## config.mk

```make
export PLATFORM = sky130hd
export DESIGN_NAME = ram_port_arbiter
export DESIGN_NICKNAME = d
export VERILOG_FILES = /design/src/rtl/ram_ctrl_pkg.sv /design/src/rtl/rr_arbiter2.sv /design/src/rtl/ram_port_arbiter.sv
export SDC_FILE = /design/constraint.sdc
export NUM_CORES = 1
export LEC_CHECK = 0
export CORE_MARGIN = 2
export CORE_UTILIZATION = 39
export CTS_BUF_LIST = sky130_fd_sc_hd__clkbuf_16
export DETAILED_ROUTE_END_ITERATION = 8
export GPL_ROUTABILITY_DRIVEN = 0
export PLACE_DENSITY_LB_ADDON = 0.05
export SYNTH_ARGS = -nofsm -noshare
export SYNTH_HDL_FRONTEND = slang
export SYNTH_SLANG_ARGS = --single-unit
```

## constraint.sdc

```tcl
create_clock -name clk -period 6.3 [get_ports clk]
set_input_delay 1.26 -clock clk [delete_from_list [all_inputs] [get_ports clk]]
set_output_delay 1.26 -clock clk [all_outputs]
set_load 0.02 [all_outputs]
```

## src/rtl/ram_ctrl_pkg.sv

```systemverilog
// Shared types and helpers for the RAM port-B arbiter.
// State encoding, requester id type and the byte-merge helper.
package ram_ctrl_pkg;

  typedef enum logic {
    IDLE  = 1'b0,
    MERGE = 1'b1
  } state_e;

  typedef logic req_id_t;

  function automatic logic [7:0] merge_byte(
    input logic [7:0] old_b,
    input logic [7:0] new_b,
    input logic       strb
  );
    return strb ? new_b : old_b;
  endfunction

endpackage

```

## src/rtl/rr_arbiter2.sv

```systemverilog
// Two-way round-robin grant logic with its last-grant register.
// Ports: clk, rst, en_i (arbitration allowed), req_i, grant_o.
module rr_arbiter2
  import ram_ctrl_pkg::*;
(
  input  logic       clk,
  input  logic       rst,
  input  logic       en_i,
  input  logic [1:0] req_i,
  output logic [1:0] grant_o
);

  req_id_t last_q;

  always_comb begin
    grant_o = 2'b00;
    if (en_i) begin
      if (req_i == 2'b11)
        grant_o = last_q ? 2'b01 : 2'b10;
      else
        grant_o = req_i;
    end
  end

  // Reset to 1 so requester 0 wins the first contention.
  always_ff @(posedge clk or posedge rst) begin
    if (rst)
      last_q <= 1'b1;
    else if (|grant_o)
      last_q <= grant_o[1];
  end

endmodule

```

## src/rtl/ram_port_arbiter.sv

```systemverilog
// Shares RAM port B between the LSU (req0) and loader/debug (req1).
// Ports: two valid/ready request ports, two response pulses, RAM port.
module ram_port_arbiter
  import ram_ctrl_pkg::*;
#(
  parameter int DATA_WIDTH = 32,
  parameter int ADDR_WIDTH = 8
) (
  input  logic                    clk,
  input  logic                    rst,
  input  logic                    req0_valid,
  output logic                    req0_ready,
  input  logic                    req0_we,
  input  logic [ADDR_WIDTH-1:0]   req0_addr,
  input  logic [DATA_WIDTH-1:0]   req0_wdata,
  input  logic [DATA_WIDTH/8-1:0] req0_wstrb,
  input  logic                    req1_valid,
  output logic                    req1_ready,
  input  logic                    req1_we,
  input  logic [ADDR_WIDTH-1:0]   req1_addr,
  input  logic [DATA_WIDTH-1:0]   req1_wdata,
  input  logic [DATA_WIDTH/8-1:0] req1_wstrb,
  output logic                    rsp0_valid,
  output logic [DATA_WIDTH-1:0]   rsp0_rdata,
  output logic                    rsp1_valid,
  output logic [DATA_WIDTH-1:0]   rsp1_rdata,
  output logic                    ram_wr_en,
  output logic [ADDR_WIDTH-1:0]   ram_addr,
  output logic [DATA_WIDTH-1:0]   ram_wdata,
  input  logic [DATA_WIDTH-1:0]   ram_rdata
);

  localparam int STRB_WIDTH = DATA_WIDTH / 8;

  state_e                  state_q, state_d;
  logic [1:0]              rsp_q, rsp_d;
  req_id_t                 id_q;
  logic [ADDR_WIDTH-1:0]   addr_q;
  logic [DATA_WIDTH-1:0]   wdata_q;
  logic [STRB_WIDTH-1:0]   wstrb_q;
  logic [DATA_WIDTH-1:0]   hold_q;

  logic [1:0]              grant;
  logic                    arb_en;
  logic                    acc;
  req_id_t                 sel;
  logic                    a_we;
  logic [ADDR_WIDTH-1:0]   a_addr;
  logic [DATA_WIDTH-1:0]   a_wdata;
  logic [STRB_WIDTH-1:0]   a_strb;
  logic [DATA_WIDTH-1:0]   merged;

  assign arb_en = !rst && (state_q == IDLE);

  rr_arbiter2 u_arb (
    .clk     (clk),
    .rst     (rst),
    .en_i    (arb_en),
    .req_i   ({req1_valid, req0_valid}),
    .grant_o (grant)
  );

  assign req0_ready = grant[0];
  assign req1_ready = grant[1];

  assign acc     = |grant;
  assign sel     = grant[1];
  assign a_we    = sel ? req1_we    : req0_we;
  assign a_addr  = sel ? req1_addr  : req0_addr;
  assign a_wdata = sel ? req1_wdata : req0_wdata;
  assign a_strb  = sel ? req1_wstrb : req0_wstrb;

  // Old word arrives from the RAM read issued in the accept cycle.
  for (genvar b = 0; b < STRB_WIDTH; b++) begin : g_merge
    assign merged[8*b +: 8] = merge_byte(ram_rdata[8*b +: 8],
                                         wdata_q[8*b +: 8],
                                         wstrb_q[b]);
  end

  always_comb begin
    state_d   = state_q;
    rsp_d     = 2'b00;
    ram_wr_en = 1'b0;
    ram_addr  = addr_q;
    ram_wdata = hold_q;
    if (!rst) begin
      unique case (state_q)
        IDLE: begin
          if (acc) begin
            ram_addr = a_addr;
            if (!a_we) begin
              rsp_d[sel] = 1'b1;
            end else if (&a_strb) begin
              ram_wr_en  = 1'b1;
              ram_wdata  = a_wdata;
              rsp_d[sel] = 1'b1;
            end else if (~|a_strb) begin
              rsp_d[sel] = 1'b1;
            end else begin
              state_d = MERGE;
            end
          end
        end
        MERGE: begin
          ram_wr_en   = 1'b1;
          ram_wdata   = merged;
          rsp_d[id_q] = 1'b1;
          state_d     = IDLE;
        end
      endcase
    end
  end

  always_ff @(posedge clk or posedge rst) begin
    if (rst) begin
      state_q <= IDLE;
      rsp_q   <= 2'b00;
      id_q    <= 1'b0;
      addr_q  <= '0;
      wdata_q <= '0;
      wstrb_q <= '0;
      hold_q  <= '0;
    end else begin
      state_q <= state_d;
      rsp_q   <= rsp_d;
      hold_q  <= ram_wdata;
      if (acc) begin
        id_q    <= sel;
        addr_q  <= a_addr;
        wdata_q <= a_wdata;
        wstrb_q <= a_strb;
      end
    end
  end

  assign rsp0_valid = rsp_q[0];
  assign rsp1_valid = rsp_q[1];
  assign rsp0_rdata = ram_rdata;
  assign rsp1_rdata = ram_rdata;

endmodule

```

==> run_1/metal_stack.png <==
The bar under the picture is 20 um long.
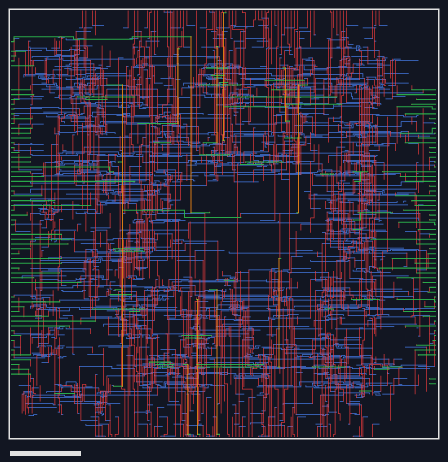
| layer | colour | wire length |
|---|---|---|
| met2 | red | 8170 um |
| met4 | orange | 399 um |
| met1 | blue | 7180 um |
| met3 | green | 1200 um |
combined global-route utilization of all metal layers: 23.5%
Wirelength per Cell: 18.1 um

==> run_1/drive_strength.png <==
The bar under the picture is 20 um long.
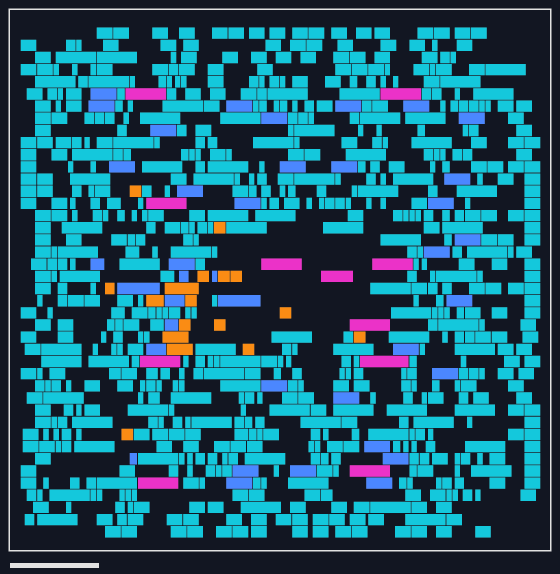
| size | colour | cells | share |
|---|---|---|---|
| drive 2 | blue | 38 | 5.0% |
| drive 6 and up | magenta | 11 | 1.5% |
| drive 1 or less | cyan | 692 | 91% |
| drive 3 to 4 | orange | 17 | 2.2% |

==> run_1/port_nets.png <==
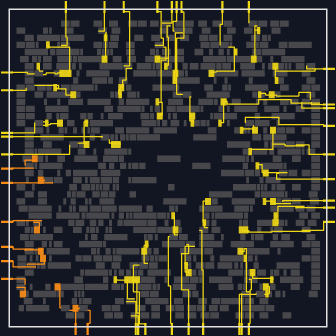
| port | colour | direction | edge | end cells | buffers | wire |
|---|---|---|---|---|---|---|
| `req1_wdata` | yellow | input | 9 top, 9 right, 9 bottom, 5 left | 64 | 32 | 1140 um |
| `ram_addr` | orange | output | 6 left, 2 bottom | 8 | 8 | 125 um |
input/output buffers: 234
num ports: 235

==> run_1/registers.png <==
The bar under the picture is 20 um long. Other sequential cells in the stronger grey, the rest of the logic in the fainter grey.
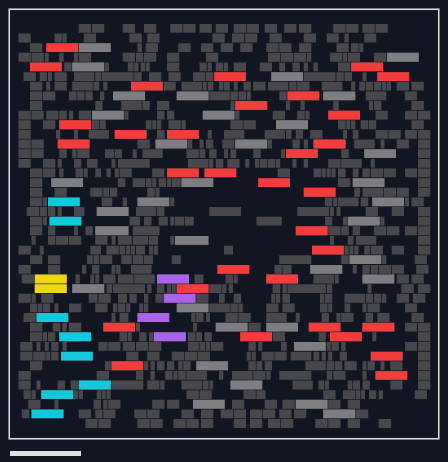
| signal | colour | sequential cells |
|---|---|---|
| `wstrb_q` | purple | 4 |
| `wdata_q` | red | 32 |
| `rsp_q` | yellow | 2 |
| `addr_q` | cyan | 8 |
not coloured: 35
fraction of standard cell area that is sequential: 26.8%
fin util: 57.0%
sequential cell area: 2030 um2
reported sequential group power: 0.725 mW

==> impl_metrics.xml, run 1 <==
<?xml version="1.0" encoding="UTF-8"?>
<metrics>
  <group name="run_status">
    <metric name="status" unit="">completed</metric>
  </group>
  <group name="worst_setup_path">
    <metric name="crit_path_end" unit="">ram_wdata[31]</metric>
    <metric name="reg2reg_depth" unit="">5</metric>
    <metric name="cp-start-kind" unit="">input port</metric>
    <metric name="timing.critical_path.required" unit="ps">5040</metric>
    <metric name="cp_num_buf_inv" unit="">3</metric>
    <metric name="timing.critical_path.mode_cell" unit="">sky130_fd_sc_hd__clkdlybuf4s50_1</metric>
    <metric name="worst-r2r-setup-slack" unit="ps">4100</metric>
    <metric name="rr_startpoint" unit="">state_q</metric>
    <metric name="cp_slowest_cell" unit="">sky130_fd_sc_hd__clkdlybuf4s50_1</metric>
    <metric name="worst-endpoint-arrival" unit="ps">4210</metric>
    <metric name="critPathCaptureType" unit="">output port</metric>
    <metric name="critical_path_depth" unit="">7</metric>
    <metric name="path_class" unit="">input port to output port</metric>
    <metric name="timing.critical_path.from" unit="">rst</metric>
    <metric name="crit_chain" unit="">clkdlybuf4s50_1 &gt; a211oi_2 &gt; a211oi_1 &gt; o21a_2 &gt; buf_4 &gt; o311ai_1 &gt; clkdlybuf4s50_1</metric>
    <metric name="critical_r2r_capture" unit="">hold_q[31]</metric>
    <metric name="critical-path-top-delay-family" unit="">buffers and inverters</metric>
    <metric name="max_stage_delay" unit="ps">700</metric>
    <metric name="worstPathMaxFanout" unit="">13</metric>
  </group>
  <group name="final_layout">
    <metric name="bufAreaShareNonClock" unit="%">32.4</metric>
    <metric name="post_route_cells_drive_above_1_share" unit="%">8.71</metric>
    <metric name="lay_top_cells" unit="">sky130_fd_sc_hd__clkdlybuf4s50_1 (234), sky130_fd_sc_hd__nand2_1 (92), sky130_fd_sc_hd__a31oi_1 (84)</metric>
    <metric name="n_fill_cell" unit="">1198</metric>
    <metric name="numSequentialCells" unit="">81</metric>
    <metric name="num-nets-final" unit="">879</metric>
    <metric name="layout_top_cell_excl_fill_tap" unit="">sky130_fd_sc_hd__clkdlybuf4s50_1</metric>
    <metric name="clock_cell_area_share" unit="%">3.68</metric>
    <metric name="clock_buffers" unit="">9</metric>
    <metric name="inverters_excl_clock" unit="">37</metric>
    <metric name="finish.cell_count_without_fillers" unit="">934</metric>
    <metric name="multi_input_comb_cells" unit="">377</metric>
    <metric name="combinational_gate_area" unit="um2">2460</metric>
    <metric name="synthToLayoutAreaGrowth" unit="%">42.5</metric>
    <metric name="sh_comb_area" unit="%">32.4</metric>
    <metric name="non_clock_buffer_count" unit="">247</metric>
    <metric name="layout.cell_area.non_filler" unit="um2">7580</metric>
    <metric name="antenna-diode-count" unit="">0</metric>
  </group>
  <group name="routing">
    <metric name="drt-met1-wl" unit="um">7180</metric>
    <metric name="drt_iter0_markers" unit="">361</metric>
    <metric name="drt_pass1_iterations" unit="">5</metric>
    <metric name="remaining_drc_errors" unit="">0</metric>
    <metric name="top_layer" unit="">met4</metric>
    <metric name="routed-via-count" unit="">5228</metric>
    <metric name="dr_wl_met2" unit="um">8170</metric>
    <metric name="wl_met3" unit="um">1200</metric>
    <metric name="wirelength" unit="um">16900</metric>
    <metric name="route.detailed.vias_per_inst" unit="">5.60</metric>
    <metric name="final_antenna_net_count" unit="">0</metric>
  </group>
  <group name="sta">
    <metric name="fin_ws" unit="ps">828</metric>
    <metric name="time_the_final_worst_path_needs_with_i_o_delays_and_setup" unit="ps">5470</metric>
    <metric name="totalNegativeSetupSlack" unit="ps">0</metric>
    <metric name="slew_headroom" unit="%">35.9</metric>
    <metric name="finalHoldWorstSlack" unit="ps">502</metric>
    <metric name="slew_viol_final" unit="">0</metric>
    <metric name="clock-skew-final" unit="ps">4.72</metric>
    <metric name="tightestPinTransition" unit="ps">961</metric>
    <metric name="final_hold_viol_count" unit="">0</metric>
    <metric name="fmax" unit="MHz">183</metric>
    <metric name="finalSetupViolCount" unit="">0</metric>
    <metric name="setup_repair_after_global_routing_missed_its_margin" unit="">false</metric>
    <metric name="cycle_use_final" unit="%">86.9</metric>
  </group>
  <group name="min_path">
    <metric name="min_delay_worst_endpoint" unit="">u_arb.last_q</metric>
    <metric name="timing.hold.worst.class" unit="">flop to flop</metric>
    <metric name="hold_path_depth" unit="">2</metric>
    <metric name="worst_hold_startpoint" unit="">u_arb.last_q</metric>
  </group>
  <group name="synthesis">
    <metric name="synth.top_cells.by_count" unit="">sky130_fd_sc_hd__nand2_1 (93), sky130_fd_sc_hd__a31oi_1 (84), sky130_fd_sc_hd__dfrtp_1 (80), sky130_fd_sc_hd__buf_4 (68), sky130_fd_sc_hd__nor2_1 (49)</metric>
    <metric name="avg_cell_area_syn" unit="um2">8.73</metric>
    <metric name="synth_async_sr_flop_share" unit="%">100</metric>
    <metric name="fp_nets" unit="">735</metric>
    <metric name="ys.flop_type" unit="">sky130_fd_sc_hd__dfrtp_1</metric>
    <metric name="synth.distinct_cells" unit="">37</metric>
    <metric name="synth-area-yosys" unit="um2">5320</metric>
    <metric name="synthAdderAreaFrac" unit="%">0</metric>
    <metric name="synthTopLogicFamily" unit="">AND-OR/OR-AND gates</metric>
    <metric name="syn_inst" unit="">609</metric>
    <metric name="synth.top_cells.by_area" unit="">sky130_fd_sc_hd__dfrtp_1 (38%), sky130_fd_sc_hd__a31oi_1 (9.9%), sky130_fd_sc_hd__buf_4 (9.6%)</metric>
    <metric name="synth-edff-count" unit="">0</metric>
    <metric name="syn-cell-area" unit="um2">5320</metric>
    <metric name="flop_and_latch_count_out_of_synthesis" unit="">81</metric>
    <metric name="most_common_cell" unit="">sky130_fd_sc_hd__nand2_1</metric>
    <metric name="yosys_warnings" unit="">0</metric>
    <metric name="synth.mux.area_fraction" unit="%">6.02</metric>
    <metric name="ys_sh_aoi" unit="%">24.9</metric>
    <metric name="synth_xor_xnor_area_share" unit="%">0</metric>
    <metric name="yosys.area.top_type" unit="">sky130_fd_sc_hd__dfrtp_1</metric>
    <metric name="yosys.area_share.simple" unit="%">14.7</metric>
    <metric name="top_cell_area_share" unit="%">37.6</metric>
    <metric name="synth_seq_share" unit="%">38.1</metric>
  </group>
  <group name="floorplanning">
    <metric name="tapCellCount" unit="">176</metric>
    <metric name="die.size.y" unit="um">121</metric>
    <metric name="fp_util" unit="%">40.0</metric>
    <metric name="die_w" unit="um">121</metric>
    <metric name="core_area" unit="um2">13300</metric>
    <metric name="core.rowCount" unit="">42</metric>
    <metric name="chipArea" unit="um2">14600</metric>
  </group>
  <group name="run">
    <metric name="cap_viol_max_count" unit="">0</metric>
    <metric name="tool_warnings" unit="">26</metric>
  </group>
  <group name="pwr">
    <metric name="seq_power_share" unit="%">34.8</metric>
    <metric name="net_switching" unit="mW">0.730</metric>
    <metric name="power_per_cell_area" unit="nW/um2">275</metric>
    <metric name="top_power_group" unit="">combinational logic</metric>
    <metric name="irDropWorstVdd" unit="mV">0.133</metric>
    <metric name="design_power_total" unit="mW">2.08</metric>
    <metric name="p_leak" unit="nW">3.10</metric>
    <metric name="p_clk" unit="mW">0.513</metric>
    <metric name="clockPowerShare" unit="%">24.6</metric>
    <metric name="pwr.group.combinational" unit="mW">0.845</metric>
    <metric name="pwr-share-comb" unit="%">40.6</metric>
    <metric name="power.share.switching" unit="%">35.0</metric>
    <metric name="internal_power" unit="mW">1.35</metric>
  </group>
  <group name="clock_tree">
    <metric name="numCtsBuffers" unit="">9</metric>
    <metric name="clock_insertion_delay_worst_skew" unit="ps">340</metric>
    <metric name="clk_pin_slew" unit="ps">60</metric>
    <metric name="cts_tree" unit="">yes</metric>
    <metric name="postCtsHoldBufs" unit="">0</metric>
    <metric name="count_of_instances_resized_after_the_clock_tree_is_built" unit="">0</metric>
    <metric name="numClockSinks" unit="">81</metric>
    <metric name="max-clock-path-buffers" unit="">2</metric>
    <metric name="cts-htree-levels" unit="">3</metric>
    <metric name="number_of_buffers_added_for_setup_after_cts" unit="">0</metric>
    <metric name="cts-root-buf" unit="">sky130_fd_sc_hd__clkbuf_16</metric>
  </group>
  <group name="placement">
    <metric name="detailed_place_hpwl" unit="um">11500</metric>
    <metric name="placed_cells" unit="">918</metric>
    <metric name="dp_slack" unit="ps">834</metric>
    <metric name="placed_cell_area" unit="um2">7300</metric>
  </group>
  <group name="grt">
    <metric name="met1_usage" unit="%">30.1</metric>
    <metric name="globalRoute.busiestLayer" unit="">met2</metric>
    <metric name="grtUsageMet3" unit="%">4.86</metric>
    <metric name="grt_first_pass_wirelength" unit="um">27100</metric>
    <metric name="grt_pass1_vias" unit="">5253</metric>
    <metric name="grt_antenna_before_repair" unit="">0</metric>
    <metric name="globalRouteOverflowTotal" unit="">0</metric>
  </group>
</metrics>
==> run 1 -> run 2 <==
--- a/config.mk
+++ b/config.mk
@@ -8,6 +8,7 @@
 export CORE_MARGIN = 2
 export CORE_UTILIZATION = 39
 export CTS_BUF_LIST = sky130_fd_sc_hd__clkbuf_16
+export CTS_CLUSTER_DIAMETER = 30
 export DETAILED_ROUTE_END_ITERATION = 8
 export GPL_ROUTABILITY_DRIVEN = 0
 export PLACE_DENSITY_LB_ADDON = 0.05
==> run_2/port_nets.png <==
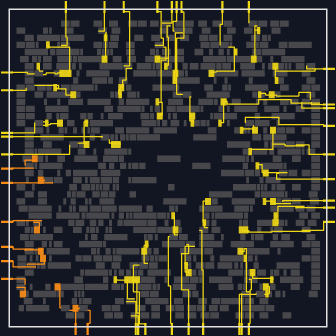
| port | colour | direction | edge | end cells | buffers | wire |
|---|---|---|---|---|---|---|
| `req1_wdata` | yellow | input | 9 top, 9 right, 9 bottom, 5 left | 64 | 32 | 1140 um |
| `ram_addr` | orange | output | 6 left, 2 bottom | 8 | 8 | 125 um |

==> run_2/registers.png <==
The bar under the picture is 20 um long. Other sequential cells in the stronger grey, the rest of the logic in the fainter grey.
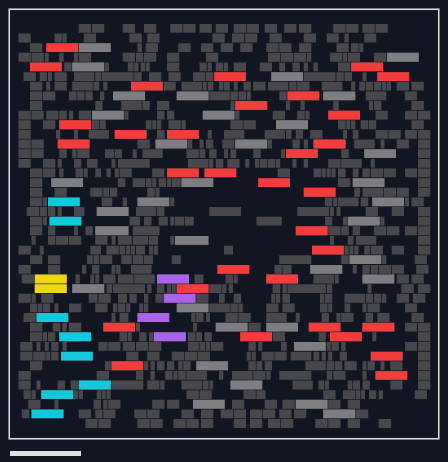
| signal | colour | sequential cells |
|---|---|---|
| `wstrb_q` | purple | 4 |
| `addr_q` | cyan | 8 |
| `rsp_q` | yellow | 2 |
| `wdata_q` | red | 32 |
not coloured: 35

==> run_2/final_clocks.png <==
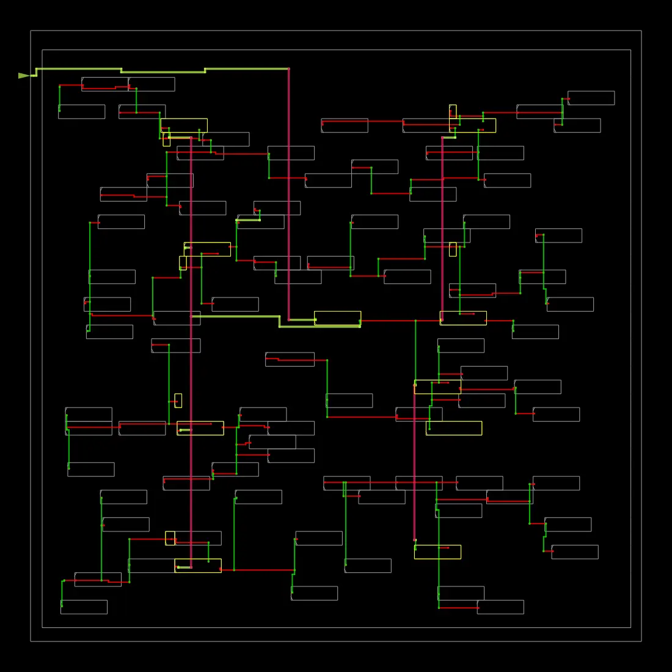
total CTS buffers: 9
CTS sink count: 81
clock skew: 4.72 ps
clock latency on the worst-skew pair: 340 ps
registers: 81

==> run 2 against run 1 <==
Wire length stayed put. Critical path type unchanged. Final cell count stayed put. Total power stayed put. Design area stayed put. Via count stayed put. Largest cell class unchanged. Critical path depth stayed put.
==> impl_metrics.xml, run 2 <==
<?xml version="1.0" encoding="UTF-8"?>
<metrics>
  <group name="sta">
    <metric name="setup_repair_after_global_routing_missed_its_margin" unit="">false</metric>
    <metric name="fin_ws" unit="ps">828</metric>
    <metric name="time_the_final_worst_path_needs_with_i_o_delays_and_setup" unit="ps">5470</metric>
    <metric name="totalNegativeSetupSlack" unit="ps">0</metric>
    <metric name="finalHoldWorstSlack" unit="ps">502</metric>
    <metric name="cycle_use_final" unit="%">86.9</metric>
    <metric name="slew_viol_final" unit="">0</metric>
    <metric name="finalSetupViolCount" unit="">0</metric>
  </group>
  <group name="pwr">
    <metric name="top_power_group" unit="">combinational logic</metric>
    <metric name="p_leak" unit="nW">3.10</metric>
    <metric name="irDropWorstVdd" unit="mV">0.133</metric>
    <metric name="power.share.switching" unit="%">35.0</metric>
    <metric name="net_switching" unit="mW">0.730</metric>
    <metric name="pwr.group.combinational" unit="mW">0.845</metric>
  </group>
  <group name="floorplanning">
    <metric name="die.size.y" unit="um">121</metric>
    <metric name="core_area" unit="um2">13300</metric>
    <metric name="chipArea" unit="um2">14600</metric>
    <metric name="core.rowCount" unit="">42</metric>
  </group>
  <group name="worst_setup_path">
    <metric name="crit_chain" unit="">clkdlybuf4s50_1 &gt; a211oi_2 &gt; a211oi_1 &gt; o21a_2 &gt; buf_4 &gt; o311ai_1 &gt; clkdlybuf4s50_1</metric>
    <metric name="critPathCaptureType" unit="">output port</metric>
    <metric name="path_class" unit="">input port to output port</metric>
    <metric name="worst-r2r-setup-slack" unit="ps">4100</metric>
    <metric name="timing.critical_path.mode_cell" unit="">sky130_fd_sc_hd__clkdlybuf4s50_1</metric>
    <metric name="worst-endpoint-arrival" unit="ps">4210</metric>
    <metric name="worstPathMaxFanout" unit="">13</metric>
    <metric name="cp_num_buf_inv" unit="">3</metric>
    <metric name="critical_path_depth" unit="">7</metric>
    <metric name="timing.critical_path.required" unit="ps">5040</metric>
    <metric name="cp-start-kind" unit="">input port</metric>
    <metric name="rr_startpoint" unit="">state_q</metric>
    <metric name="critical_r2r_capture" unit="">hold_q[31]</metric>
  </group>
  <group name="grt">
    <metric name="grt_antenna_before_repair" unit="">0</metric>
    <metric name="met1_usage" unit="%">30.1</metric>
    <metric name="globalRoute.busiestLayer" unit="">met2</metric>
    <metric name="grt_pass1_vias" unit="">5253</metric>
    <metric name="grt_first_pass_wirelength" unit="um">27100</metric>
    <metric name="grt_usage" unit="%">23.5</metric>
  </group>
  <group name="final_layout">
    <metric name="layout_top_cell_excl_fill_tap" unit="">sky130_fd_sc_hd__clkdlybuf4s50_1</metric>
    <metric name="inverters_excl_clock" unit="">37</metric>
    <metric name="layout.core_utilization" unit="%">57.0</metric>
    <metric name="synthToLayoutAreaGrowth" unit="%">42.5</metric>
    <metric name="lay_top_cells" unit="">sky130_fd_sc_hd__clkdlybuf4s50_1 (234), sky130_fd_sc_hd__nand2_1 (92), sky130_fd_sc_hd__a31oi_1 (84)</metric>
    <metric name="clock_buffers" unit="">9</metric>
    <metric name="clock_cell_area_share" unit="%">3.68</metric>
    <metric name="post_route_cells_drive_above_1_share" unit="%">8.71</metric>
    <metric name="sequential_cell_area" unit="um2">2030</metric>
  </group>
  <group name="min_path">
    <metric name="hold_path_depth" unit="">2</metric>
    <metric name="timing.hold.worst.class" unit="">flop to flop</metric>
  </group>
  <group name="clock_tree">
    <metric name="clk_pin_slew" unit="ps">60</metric>
    <metric name="number_of_buffers_added_for_setup_after_cts" unit="">0</metric>
    <metric name="postCtsHoldBufs" unit="">0</metric>
    <metric name="cts-htree-levels" unit="">3</metric>
    <metric name="cts-root-buf" unit="">sky130_fd_sc_hd__clkbuf_16</metric>
    <metric name="count_of_instances_resized_after_the_clock_tree_is_built" unit="">0</metric>
  </group>
  <group name="routing">
    <metric name="routedWlPerCell" unit="um">18.1</metric>
    <metric name="route.detailed.vias_per_inst" unit="">5.60</metric>
    <metric name="top_layer" unit="">met4</metric>
    <metric name="wl_met3" unit="um">1200</metric>
    <metric name="routed-via-count" unit="">5228</metric>
    <metric name="dr_wl_met2" unit="um">8170</metric>
    <metric name="drt_pass1_iterations" unit="">5</metric>
    <metric name="final_antenna_net_count" unit="">0</metric>
  </group>
  <group name="synthesis">
    <metric name="yosys.area_share.simple" unit="%">14.7</metric>
    <metric name="synthAdderAreaFrac" unit="%">0</metric>
    <metric name="flop_and_latch_count_out_of_synthesis" unit="">81</metric>
    <metric name="synth_seq_share" unit="%">38.1</metric>
    <metric name="ys_sh_aoi" unit="%">24.9</metric>
    <metric name="synth.mux.area_fraction" unit="%">6.02</metric>
    <metric name="yosys.area.top_type" unit="">sky130_fd_sc_hd__dfrtp_1</metric>
    <metric name="synth.top_cells.by_area" unit="">sky130_fd_sc_hd__dfrtp_1 (38%), sky130_fd_sc_hd__a31oi_1 (9.9%), sky130_fd_sc_hd__buf_4 (9.6%)</metric>
    <metric name="synth_async_sr_flop_share" unit="%">100</metric>
    <metric name="fp_nets" unit="">735</metric>
    <metric name="syn-cell-area" unit="um2">5320</metric>
    <metric name="synthTopLogicFamily" unit="">AND-OR/OR-AND gates</metric>
  </group>
  <group name="placement">
    <metric name="placed_cells" unit="">918</metric>
    <metric name="portBuffers" unit="">234</metric>
    <metric name="detailed_place_hpwl" unit="um">11500</metric>
  </group>
  <group name="run_status">
    <metric name="status" unit="">completed</metric>
  </group>
  <group name="run">
    <metric name="tool_warnings" unit="">26</metric>
  </group>
</metrics>
==> run 2 -> run 3 <==
--- a/config.mk
+++ b/config.mk
@@ -5,7 +5,8 @@
 export SDC_FILE = /design/constraint.sdc
 export NUM_CORES = 1
 export LEC_CHECK = 0
-export CORE_MARGIN = 2
+export CAP_MARGIN = 20
+export CORE_MARGIN = 3
 export CORE_UTILIZATION = 39
 export CTS_BUF_LIST = sky130_fd_sc_hd__clkbuf_16
 export CTS_CLUSTER_DIAMETER = 30
==> run_3/port_nets.png <==
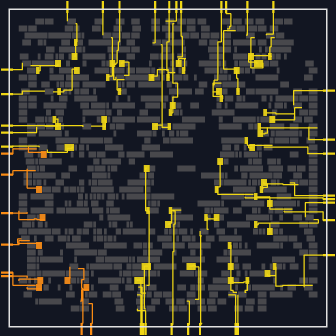
| port | colour | direction | edge | end cells | buffers | wire |
|---|---|---|---|---|---|---|
| `req1_wdata` | yellow | input | 11 top, 8 right, 8 bottom, 5 left | 64 | 32 | 1220 um |
| `ram_addr` | orange | output | 6 left, 2 bottom | 8 | 8 | 171 um |

==> run_3/final_clocks.png <==
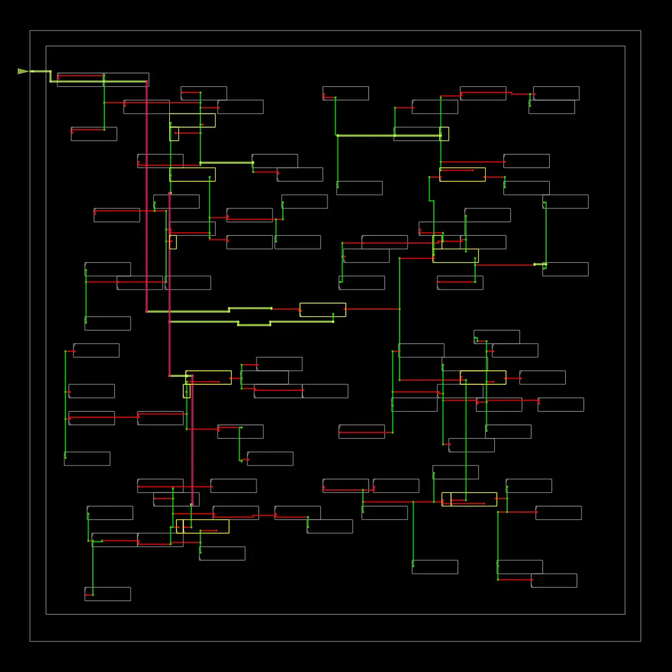
clock skew: 3.99 ps
Clock Power: 0.468 mW
count of clock buffers in the final design: 9

==> run_3/drive_strength.png <==
The bar under the picture is 20 um long.
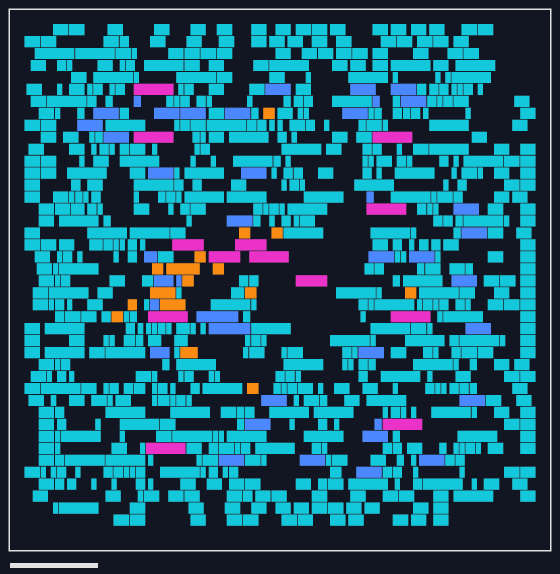
| size | colour | cells | share |
|---|---|---|---|
| drive 1 or less | cyan | 691 | 91% |
| drive 3 to 4 | orange | 16 | 2.1% |
| drive 2 | blue | 40 | 5.3% |
| drive 6 and up | magenta | 13 | 1.7% |

==> run 3 against run 2 <==
Core utilization rose by 0.21 points. Final cell count rose by 0.21%. Wire length rose by 0.73%. Critical path depth did not move. Register-to-register slack got worse by 60 ps. Via count fell by 1.2%. Largest power group unchanged.
==> impl_metrics.xml, run 3 <==
<?xml version="1.0" encoding="UTF-8"?>
<metrics>
  <group name="run_status">
    <metric name="status" unit="">completed</metric>
  </group>
  <group name="clock_tree">
    <metric name="clk_pin_slew" unit="ps">60</metric>
    <metric name="cts_tree" unit="">yes</metric>
    <metric name="postCtsHoldBufs" unit="">0</metric>
    <metric name="clock_insertion_delay_worst_skew" unit="ps">340</metric>
    <metric name="cts-htree-levels" unit="">3</metric>
    <metric name="numCtsBuffers" unit="">9</metric>
    <metric name="numClockSinks" unit="">81</metric>
    <metric name="max-clock-path-buffers" unit="">2</metric>
  </group>
  <group name="placement">
    <metric name="dp_slack" unit="ps">925</metric>
    <metric name="portBuffers" unit="">234</metric>
    <metric name="detailed_place_hpwl" unit="um">11800</metric>
    <metric name="placed_cells" unit="">920</metric>
  </group>
  <group name="pwr">
    <metric name="irDropWorstVdd" unit="mV">0.135</metric>
    <metric name="power_per_cell_area" unit="nW/um2">269</metric>
    <metric name="power.share.switching" unit="%">35.5</metric>
    <metric name="pwr.group.sequential" unit="mW">0.727</metric>
    <metric name="top_power_group" unit="">combinational logic</metric>
    <metric name="net_switching" unit="mW">0.725</metric>
    <metric name="p_leak" unit="nW">3.12</metric>
    <metric name="internal_power" unit="mW">1.32</metric>
    <metric name="seq_power_share" unit="%">35.6</metric>
  </group>
  <group name="routing">
    <metric name="dr_wl_met2" unit="um">8360</metric>
    <metric name="routed-via-count" unit="">5167</metric>
    <metric name="drt_pass1_iterations" unit="">6</metric>
    <metric name="wirelength" unit="um">17100</metric>
    <metric name="top_layer" unit="">met4</metric>
    <metric name="wl_met3" unit="um">1250</metric>
    <metric name="route.detailed.vias_per_inst" unit="">5.52</metric>
    <metric name="routedWlPerCell" unit="um">18.2</metric>
  </group>
  <group name="worst_setup_path">
    <metric name="timing.critical_path.required" unit="ps">5040</metric>
    <metric name="cp-start-kind" unit="">input port</metric>
    <metric name="path_class" unit="">input port to output port</metric>
    <metric name="worstPathMaxFanout" unit="">16</metric>
    <metric name="worst-endpoint-arrival" unit="ps">4120</metric>
    <metric name="cp_slowest_cell" unit="">sky130_fd_sc_hd__clkdlybuf4s50_1</metric>
    <metric name="max_stage_delay" unit="ps">680</metric>
    <metric name="critPathCaptureType" unit="">output port</metric>
    <metric name="crit_chain" unit="">clkdlybuf4s50_1 &gt; a211oi_2 &gt; a211oi_1 &gt; o21a_2 &gt; buf_12 &gt; o311ai_2 &gt; clkdlybuf4s50_1</metric>
    <metric name="worst-r2r-setup-slack" unit="ps">4040</metric>
    <metric name="crit_path_end" unit="">ram_wdata[20]</metric>
    <metric name="critical-path-top-delay-family" unit="">buffers and inverters</metric>
    <metric name="timing.critical_path.mode_cell" unit="">sky130_fd_sc_hd__clkdlybuf4s50_1</metric>
  </group>
  <group name="final_layout">
    <metric name="combinational_gate_area" unit="um2">2450</metric>
    <metric name="non_clock_buffer_count" unit="">249</metric>
    <metric name="finish.cell_count_without_fillers" unit="">936</metric>
    <metric name="clock_cell_area_share" unit="%">3.37</metric>
    <metric name="antenna-diode-count" unit="">0</metric>
    <metric name="layout_top_cell_excl_fill_tap" unit="">sky130_fd_sc_hd__clkdlybuf4s50_1</metric>
    <metric name="numSequentialCells" unit="">81</metric>
    <metric name="sequential_cell_area" unit="um2">2030</metric>
    <metric name="num-nets-final" unit="">881</metric>
    <metric name="bufAreaShareNonClock" unit="%">32.9</metric>
    <metric name="layout.core_utilization" unit="%">57.2</metric>
  </group>
  <group name="synthesis">
    <metric name="syn-cell-area" unit="um2">5320</metric>
    <metric name="synth_xor_xnor_area_share" unit="%">0</metric>
    <metric name="synth.top_cells.by_area" unit="">sky130_fd_sc_hd__dfrtp_1 (38%), sky130_fd_sc_hd__a31oi_1 (9.9%), sky130_fd_sc_hd__buf_4 (9.6%)</metric>
    <metric name="synth_async_sr_flop_share" unit="%">100</metric>
    <metric name="syn_inst" unit="">609</metric>
    <metric name="synth-edff-count" unit="">0</metric>
    <metric name="ys.flop_type" unit="">sky130_fd_sc_hd__dfrtp_1</metric>
    <metric name="fp_nets" unit="">735</metric>
    <metric name="synth.distinct_cells" unit="">37</metric>
    <metric name="flop_and_latch_count_out_of_synthesis" unit="">81</metric>
    <metric name="synth.top_cells.by_count" unit="">sky130_fd_sc_hd__nand2_1 (93), sky130_fd_sc_hd__a31oi_1 (84), sky130_fd_sc_hd__dfrtp_1 (80), sky130_fd_sc_hd__buf_4 (68), sky130_fd_sc_hd__nor2_1 (49)</metric>
    <metric name="ys_sh_aoi" unit="%">24.9</metric>
    <metric name="synthAdderAreaFrac" unit="%">0</metric>
    <metric name="synth_seq_share" unit="%">38.1</metric>
    <metric name="yosys.area.top_type" unit="">sky130_fd_sc_hd__dfrtp_1</metric>
    <metric name="synth-area-yosys" unit="um2">5320</metric>
  </group>
  <group name="grt">
    <metric name="grt_antenna_before_repair" unit="">0</metric>
    <metric name="met1_usage" unit="%">28.6</metric>
    <metric name="grt_pass1_vias" unit="">5082</metric>
    <metric name="globalRouteOverflowTotal" unit="">0</metric>
    <metric name="grt_usage" unit="%">22.1</metric>
    <metric name="grt_first_pass_wirelength" unit="um">26200</metric>
  </group>
  <group name="sta">
    <metric name="finalHoldWorstSlack" unit="ps">493</metric>
    <metric name="time_the_final_worst_path_needs_with_i_o_delays_and_setup" unit="ps">5380</metric>
    <metric name="totalNegativeSetupSlack" unit="ps">0</metric>
    <metric name="slew_headroom" unit="%">36.2</metric>
    <metric name="cycle_use_final" unit="%">85.5</metric>
    <metric name="fin_ws" unit="ps">915</metric>
    <metric name="final_hold_viol_count" unit="">0</metric>
    <metric name="setup_repair_after_global_routing_missed_its_margin" unit="">false</metric>
    <metric name="slew_viol_final" unit="">0</metric>
  </group>
  <group name="floorplanning">
    <metric name="die_w" unit="um">123</metric>
    <metric name="core_area" unit="um2">13300</metric>
    <metric name="fp_util" unit="%">40.0</metric>
    <metric name="io_pins" unit="">235</metric>
    <metric name="chipArea" unit="um2">15100</metric>
    <metric name="core.rowCount" unit="">42</metric>
  </group>
  <group name="run">
    <metric name="tool_warnings" unit="">26</metric>
    <metric name="cap_viol_max_count" unit="">0</metric>
  </group>
  <group name="min_path">
    <metric name="min_delay_worst_endpoint" unit="">u_arb.last_q</metric>
  </group>
</metrics>
No activity file was given, so power comes from the tool's default toggle rates.
